Fig. 1: register map, names as in the netlist
Bar = 20 µm.
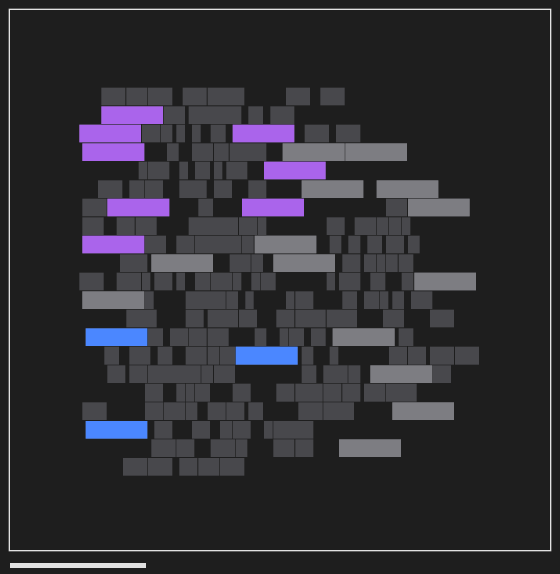
Fig. 2: signal metal coverage by tile
The die is cut into 16 by 16 equal tiles; dark blue is low, red is high, scaled to the fullest tile. Values are wire area over tile area, all layers added.
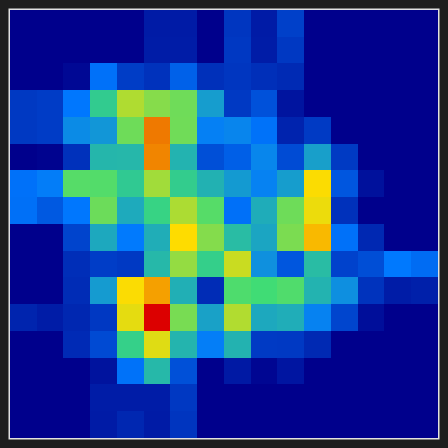
Fig. 3: placement view
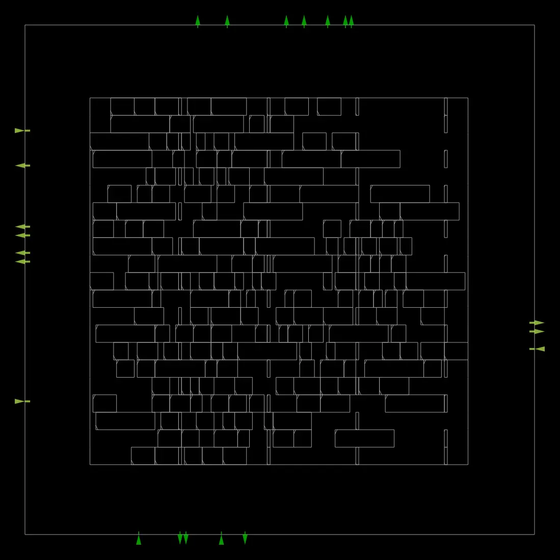
Fig. 4: cells by drive strength
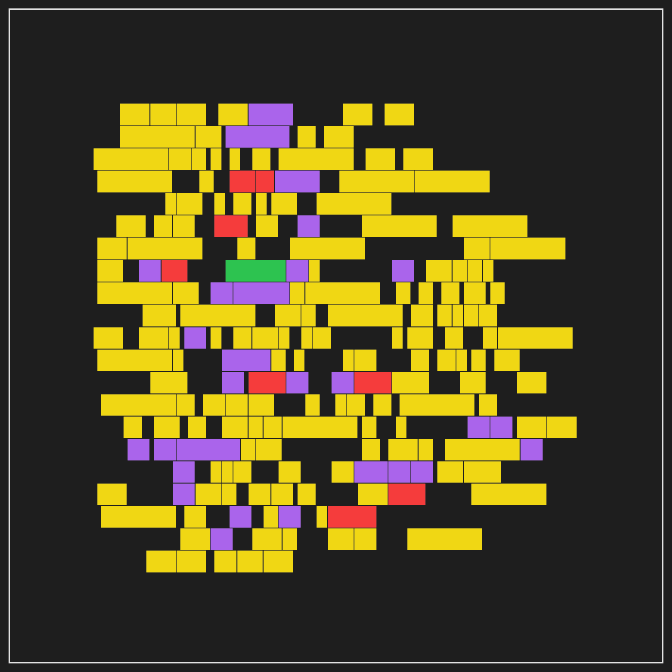
Fig. 5: clock wires, drivers and flops
Bar = 20 µm.
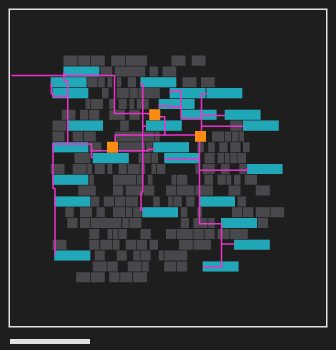
Design traffic_light_monitor_flat, sky130hd; sources not shown.
==> results.toml <==
# flow metrics
[die]
fp_util = 0.4714
die_w_um = 79.36
die_y_um = 79.36
io_pins = 22

[power_and_ir_drop]
power_switching_uw = 416.6
comb_cell_power_uw = 473
p_int_uw = 800.9
power-top-group = "registers"
ir_worst_vdd_mv = 0.5523

[critical_path]
critPathLaunchType = "input port"
reg2reg_setup_slack_ns = 0.11
endpoint_kind = "flip-flop"
worst-endpoint-required_ns = 2.67
r2r_cells = 8
cp_data_arrival_time_ns = 2.58

[logic_synthesis]
synth_top_cell_by_area = "dfrtp_1"
common_cells = "dfrtp_1, xnor2_1, nand2_1, nor2_1, nand3_1"
ys_seq_elements = 25
synth.avg_cell_area_um2 = 10.23
synth-edff-count = 0
async_flop_share = 1.000
ys_sh_mux = 0.03867
synth-main-ff-cell = "dfrtp_1"
ys_chip_area_um2 = 1585
yosysMostFrequentCell = "dfrtp_1"
syn-num-nets = 163
syn_inst = 155
adder_share = 0.02368
synth-compound-area-share = 0.1728
netlist.area_leader.share = 0.3946

[drt]
drtIter0Drc = 49
wire_per_inst_um = 14.79
dr.pass1.iters = 4
viasPerCell = 5.447
drtAntennaViolNets = 0

[place]
portBuffers = 21
place_hpwl_um = 2655
gp_congestion = 0.8619

[clock_tree]
cts-resized-gates = 0
clock_sinks = 25
numCtsBuffers = 3
htreeDepth = 1
cts_max_path_buffers = 2
cts_tree = "done"
postCtsHoldBufs = 0
post-cts-setup-buffers = 0
clk_pin_slew_ns = 0.13

[timing]
max_freq_ghz = 0.4222
tightest_slew_ns = 0.5158
fin_crit_sh = 0.9628
maxSlewViolCount = 0
rsz0062_at_grt = "false"
hold_viol = 0
hold_ws_ns = 0.5212
period_needed_ns = 2.369

[global_route]
grt_pass1_vias = 1290
antenna_found_initial = 0
overflow = 0
grt_pass1_wl_um = 6168
gr-usage-all-layers = 0.1170

[outcome]
status = "complete, no violations"

[layout]
nNetsFinal = 200
num_antenna_cells = 0
nMultiInputCombCells = 119
logic_area_um2 = 888.4
design.seq.count = 25
comb_share = 0.4499
inv_count = 3
drive_above_1_share = 0.1937
clockNetworkAreaShare = 0.01331
bufAreaShareNonClock = 0.1850
clkbuf_count = 4
layout_top_cell = "dfrtp_1"

[flow_run]
cap_violations = 0
warning_count = 26

[hold_path]
hold_path_class = "flip-flop to flip-flop"
Notes on Fig. 1 above:
Key: u_core.mon.err_count = purple [placed flops 8, where top left]; u_core.mon.phase = blue [placed flops 3]
Another 14 sequential cells are not coloured.
Seq power: 562 µW
register area: 625.6 µm²
flop share of the area: 0.3169

Notes on Fig. 2 above:
39% of the tiles are nearly empty. The mean over all tiles is 0.087. The fullest tile reaches 0.48. The emptiest ninth of the die: top right.
DR vias: 1291
Total Wirelength: 3506 µm

Notes on Fig. 3 above:
TAP cells: 46
std cell rows: 21
core area: 3363 µm²
Fillers: 327
Layout Utilization: 0.5871

Notes on Fig. 4 above:
Key: _2 cells = red [cells 8, share 4.2%]; _6 and larger = green [cells 1, share 0.52%]; _3 and _4 cells = purple [cells 28, share 15%]; _0 and _1 cells = yellow [cells 154, share 81%]
post-route setup slack: 0.09147 ns
bufs w/o clock: 40
P&R area growth vs syn: 24.55%
post-route cell area: 1974 µm²

Notes on Fig. 5 above:
Key: clock wires = magenta [length 314 µm]; clock drivers = orange [count 3]; flip-flops = cyan [count 25]
There are 4 routed clock nets.
clock group power: 182 µW
Fin Clk Skew: 0.002489 ns
clk_lat worst skew: 0.31 ns
Clk pwr share: 0.150

## routing by layer
metal	track usage	vias up	share of wire
met5	0	-	0
met1	0.1378	624	0.43
met3	0.04054	4	0.054
met2	0.2023	23	0.51
met4	0.01971	0	0.0060
li1	-	640	-
## metrics by stage
stage,total power (µW),TNS (ns),std cells,setup slack (ns),area [µm²]
after detailed placement,1044,-2.246,232,-0.3060,1937
after global routing,1309,0,237,0.002848,1974
after CTS,1233,0,236,0.04575,1963
after global placement,1023,-1.573,232,-0.2304,1937
final,1217,0,237,0.09147,1974
after floorplan,812.6,0,155,0.1214,1585
## critical path, cell delays in order
cell,delay (ns)
clkdlybuf4s50_1,0.55
buf_4,0.17
nor3b_1,0.20
nand4b_1,0.14
nand4_1,0.28
a21boi_4,0.14
o21ai_2,0.16
mux2_1,0.33
Power and IR drop assume default switching activity.
